$ cat src/rtl/riscv_pkg.sv
// Shared constants and FSM encoding for the instruction-memory loader.
package riscv_pkg;

  localparam int XLEN       = 32;
  localparam int BYTE_LANES = 4;
  localparam int LANE_W     = $clog2(BYTE_LANES);

  typedef enum logic [2:0] {
    ST_IDLE  = 3'd0,
    ST_LOAD  = 3'd1,
    ST_WRITE = 3'd2,
    ST_DONE  = 3'd3,
    ST_ERR   = 3'd4
  } loader_state_t;

endpackage

$ cat src/rtl/word_assembler.sv
// Little-endian byte shift-in: four accepted bytes form one XLEN word.
module word_assembler
  import riscv_pkg::*;
(
  input  logic            clk,
  input  logic            rst,
  input  logic            i_clr,
  input  logic            i_shift_en,
  input  logic [7:0]      i_byte,
  output logic [XLEN-1:0] o_word_next,
  output logic            o_word_done
);

  // Only the three earlier bytes need storage; the fourth arrives with the write.
  logic [XLEN-9:0]   r_word;
  logic [LANE_W-1:0] r_lane;

  localparam logic [LANE_W-1:0] LANE_LAST = LANE_W'(BYTE_LANES - 1);

  assign o_word_next = {i_byte, r_word};
  assign o_word_done = i_shift_en && (r_lane == LANE_LAST);

  always_ff @(posedge clk or posedge rst) begin
    if (rst) begin
      r_word <= '0;
      r_lane <= '0;
    end else if (i_clr) begin
      r_word <= '0;
      r_lane <= '0;
    end else if (i_shift_en) begin
      r_word <= o_word_next[XLEN-1:8];
      r_lane <= r_lane + LANE_W'(1);
    end
  end

endmodule

$ cat src/rtl/imem_loader.sv
// Streams a byte-serial program into instruction memory, holding the core in reset until done.
// Byte handshake: a byte transfers on a rising edge where byte_valid && byte_ready are both high.
module imem_loader
  import riscv_pkg::*;
#(
  parameter int DEPTH_WORDS = 64,
  parameter int LEN_W       = 16
) (
  input  logic             clk,
  input  logic             rst,
  input  logic             start,
  input  logic [LEN_W-1:0] len_words,
  input  logic             byte_valid,
  input  logic [7:0]       byte_data,
  output logic             byte_ready,
  output logic             imem_we,
  output logic [XLEN-1:0]  imem_addr,
  output logic [XLEN-1:0]  imem_wdata,
  output logic             core_rst,
  output logic             busy,
  output logic             done,
  output logic             err,
  output logic [2:0]       dbg_state
);

  localparam int IDX_W = $clog2(DEPTH_WORDS);
  localparam logic [LEN_W:0] DEPTH_L = (LEN_W + 1)'(DEPTH_WORDS);

  loader_state_t    r_state, w_next_state;
  logic [IDX_W-1:0] r_word_idx;
  logic [LEN_W-1:0] r_len;
  logic [XLEN-1:0]  r_addr;
  logic [XLEN-1:0]  r_wdata;

  logic            w_idle_like;
  logic            w_len_bad;
  logic            w_load_go;
  logic            w_last_word;
  logic            w_shift_en;
  logic            w_word_done;
  logic [XLEN-1:0] w_word_next;

  assign w_idle_like = (r_state == ST_IDLE) || (r_state == ST_DONE) || (r_state == ST_ERR);
  assign w_len_bad   = (len_words == '0) || ({1'b0, len_words} > DEPTH_L);
  assign w_load_go   = start && w_idle_like && !w_len_bad;
  assign w_last_word = (r_len == (LEN_W'(r_word_idx) + LEN_W'(1)));
  assign w_shift_en  = (r_state == ST_LOAD) && byte_valid;

  word_assembler u_asm (
    .clk         (clk),
    .rst         (rst),
    .i_clr       (w_load_go),
    .i_shift_en  (w_shift_en),
    .i_byte      (byte_data),
    .o_word_next (w_word_next),
    .o_word_done (w_word_done)
  );

  always_comb begin
    w_next_state = r_state;
    byte_ready   = 1'b0;
    imem_we      = 1'b0;
    busy         = 1'b0;
    done         = 1'b0;
    err          = 1'b0;
    core_rst     = 1'b1;
    case (r_state)
      ST_IDLE, ST_DONE, ST_ERR: begin
        if (start) w_next_state = w_len_bad ? ST_ERR : ST_LOAD;
        done     = (r_state == ST_DONE);
        err      = (r_state == ST_ERR);
        core_rst = (r_state != ST_DONE);
      end
      ST_LOAD: begin
        byte_ready = 1'b1;
        busy       = 1'b1;
        if (w_word_done) w_next_state = ST_WRITE;
      end
      ST_WRITE: begin
        imem_we      = 1'b1;
        busy         = 1'b1;
        w_next_state = w_last_word ? ST_DONE : ST_LOAD;
      end
      default: w_next_state = ST_IDLE;
    endcase
  end

  always_ff @(posedge clk or posedge rst) begin
    if (rst) begin
      r_state    <= ST_IDLE;
      r_word_idx <= '0;
      r_len      <= '0;
      r_addr     <= '0;
      r_wdata    <= '0;
    end else begin
      r_state <= w_next_state;
      if (w_load_go) begin
        r_word_idx <= '0;
        r_len      <= len_words;
      end else if ((r_state == ST_WRITE) && !w_last_word) begin
        r_word_idx <= r_word_idx + IDX_W'(1);
      end
      // Address and data are captured with the fourth byte and then held.
      if (w_word_done) begin
        r_addr  <= {{(XLEN - IDX_W - 2){1'b0}}, r_word_idx, 2'b00};
        r_wdata <= w_word_next;
      end
    end
  end

  assign imem_addr  = r_addr;
  assign imem_wdata = r_wdata;
  assign dbg_state  = r_state;

endmodule

$ cat config.mk
export PLATFORM = sky130hd
export DESIGN_NAME = imem_loader
export DESIGN_NICKNAME = d
export VERILOG_FILES = /design/src/rtl/riscv_pkg.sv /design/src/rtl/word_assembler.sv /design/src/rtl/imem_loader.sv
export SDC_FILE = /design/constraint.sdc
export NUM_CORES = 1
export LEC_CHECK = 0
export CAP_MARGIN = 20
export CORE_AREA = 2 2 110 112
export CTS_CLUSTER_DIAMETER = 100
export DETAILED_ROUTE_END_ITERATION = 7
export DIE_AREA = 0 0 112 114
export PLACE_DENSITY = 0.64
export SLEW_MARGIN = 20
export SYNTH_ARGS = -nofsm -noshare
export SYNTH_HDL_FRONTEND = slang
export SYNTH_SLANG_ARGS = --single-unit
$ cat constraint.sdc
create_clock -name clk -period 5.63 [get_ports clk]
set_input_delay 1.126 -clock clk [delete_from_list [all_inputs] [get_ports clk]]
set_output_delay 1.126 -clock clk [all_outputs]
set_load 0.005 [all_outputs]
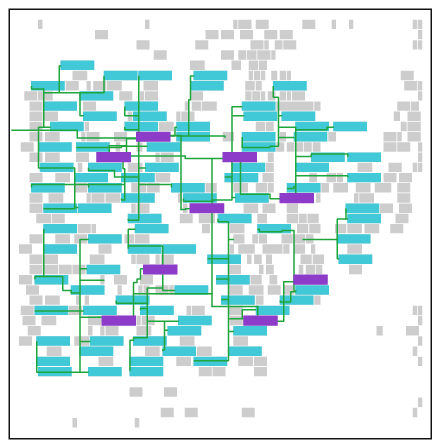
Figure 1: clock wires, drivers and flops.
Purple shows cells driving clock nets, count 9. Cyan shows flip-flops, count 89. Green shows clock wires, length 1060 um.
There are 10 routed clock nets.
setup skew after layout: 8.72 ps
Insertion Delay late pin: 340 ps
clock power share: 40.5%

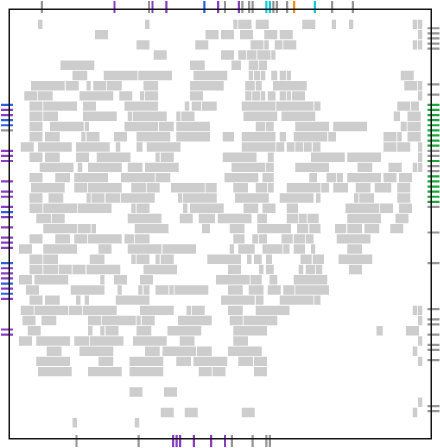
Figure 2: I/O pins on the die edge.
Pins as bars across the die edge, other pins in grey.
Green shows len_words, pins 16, direction input, edge east. Blue shows byte_data, pins 8, direction input, edge 7 west, 1 north. Orange shows err, pins 1, direction output, edge north. Cyan shows dbg_state, pins 3, direction output, edge north. Purple shows imem_wdata, pins 32, direction output, edge 21 west, 6 south, 5 north.
All pins by edge: 39 east, 29 west, 21 north, 12 south.
Die Height: 114 um
port bufs: 74
die x size: 112 um

## per-stage QoR
| stage | std cells | cell area (um^2) | total power (W) |
|---|---|---|---|
| 5_1_grt | 541 | 5020 | 0.00141 |
| 6_report | 541 | 5020 | 0.00134 |
| 3_3_place_gp | 525 | 4750 | 0.000809 |
| 3_5_place_dp | 525 | 4750 | 0.000813 |
| 4_1_cts | 541 | 5020 | 0.00136 |
| 2_1_floorplan | 341 | 4070 | 0.000774 |
## final cells by class
class | instances | share of cell area (%)
multi-input cells | 206 | 31.0
flip-flops and latches | 89 | 44.4
clock buffers | 10 | 4.56
well taps | 147 | 3.66
repair buffers | 76 | 15.1
clock inverters | 6 | 0.823
inverters | 7 | 0.548
## state kept, by name (all words and copies together), names as in the netlist
register	count
u_asm.r_lane	2
imem_addr	6
u_asm.r_word	24
r_len	16
r_word_idx	6
imem_wdata	32
dbg_state	3
## logic make-up after synthesis
| logic type | count (synthesis) |
|---|---|
| multiplexers | 72 |
| adder cells (fa/ha/maj) | 2 |
| AND-OR/OR-AND | 18 |
| AND/OR/NAND/NOR | 77 |
| flip-flops | 89 |
| XOR/XNOR | 11 |
| other | 1 |
| buffers and inverters | 46 |
## cells in the final DEF (no fill, tap or decap), types with 3 or more instances in the layout
| cell type | instances |
|---|---|
| o21ai_0 | 4 |
| nor4_1 | 5 |
| nand2_1 | 4 |
| clkdlybuf4s50_1 | 74 |
| conb_1 | 26 |
| dfrtp_1 | 89 |
| nor2_1 | 31 |
| and2_1 | 11 |
| nand2b_1 | 3 |
| xnor2_1 | 8 |
| mux2_2 | 46 |
| clkinv_2 | 4 |
| clkbuf_16 | 9 |
| inv_1 | 6 |
| mux2i_1 | 26 |
| a21oi_1 | 3 |
| nand3_1 | 8 |
| xor2_1 | 3 |
==> flow_summary.toml <==
# implementation run metrics
[sta]
finalWorstSetupSlack_ps = 2290
setup_viol = 0
fin_crit_sh_pct = 59.4
rsz0062_at_grt = "false"
fin_hold_ws_ps = 488
max_freq_mhz = 299

[power]
swShare_pct = 23.6
pwr_density_cell_nw_per_um2 = 268
p_comb_w = 0.0000965
vdd_drop_max_mv = 0.142
p_seq_share_pct = 52.3
switchingPower_w = 0.000317
p_leak_nw = 2.35
power.clock.total_w = 0.000545

[cts]
cts_resized = 0
htree_levels = 3
path_clk_slew_ps = 60
ctsHoldBuffers = 0
numCtsBuffers = 9

[yosys]
ff_type = "dfrtp_1"
ys_sh_simple_pct = 10.0
mux_area_share_pct = 19.6
synthTopCellsByArea = "dfrtp_1 (56%), mux2_2 (13%), mux2i_1 (6.5%), buf_4 (5.1%), nor2_1 (2.9%)"
top_cell = "dfrtp_1"
synth_area_per_cell_um2 = 12.6
yosys.area.top_type = "dfrtp_1"
top_area_share_pct = 56.0
synthCells = 316
edf_count = 0
top_cells_by_count = "dfrtp_1 (89), mux2_2 (46), nor2_1 (31)"
yosys.cell_types.count = 41

[grt]
grt_overflow = 0
grt_util_met3_pct = 5.53
grt_pass1_vias = 2584
met1_usage_pct = 16.9
track_usage_pct = 12.6

[min_path]
whs_path_depth = 1

[cells_and_area]
final_util_pct = 42.9
flop_area_um2 = 2230
fin_nets = 419
antennaDiodeCount = 0
drive_gt1_share_pct = 18.8
fillers = 1121
combGateArea_um2 = 1560
area_growth_pct = 26.2

[critical_path]
crit_cells = 4
cp_cell_sequence = "clkdlybuf4s50_1 > and2_2 > nand2_2 > mux2_2"
cp-start-kind = "input pin"
path_buffers = 1
reg2regPathDepth = 4
reg2reg_to = "imem_addr[6]$_DFFE_PP0P_"
crit_start = "byte_valid"
cp_top_family = "simple AND/OR/NAND/NOR gates"
crit_required_ps = 5840

[floorplan]
io_pins = 101
initial_core_util_pct = 34.0

[run_status]
outcome = "completed"

[drt]
vias = 2501
dr.pass1.iters = 5
top_layer_used = "met4"
routed-wl-met3_um = 542
first_iter_violations = 82
wire_per_inst_um = 14.2
vias_per_cell = 4.62
m1WireLength_mm = 3.52

[place]
dp_slack_ps = 1880

[flow_run]
cap_violations = 0
No activity file was given, so power comes from the tool's default toggle rates.
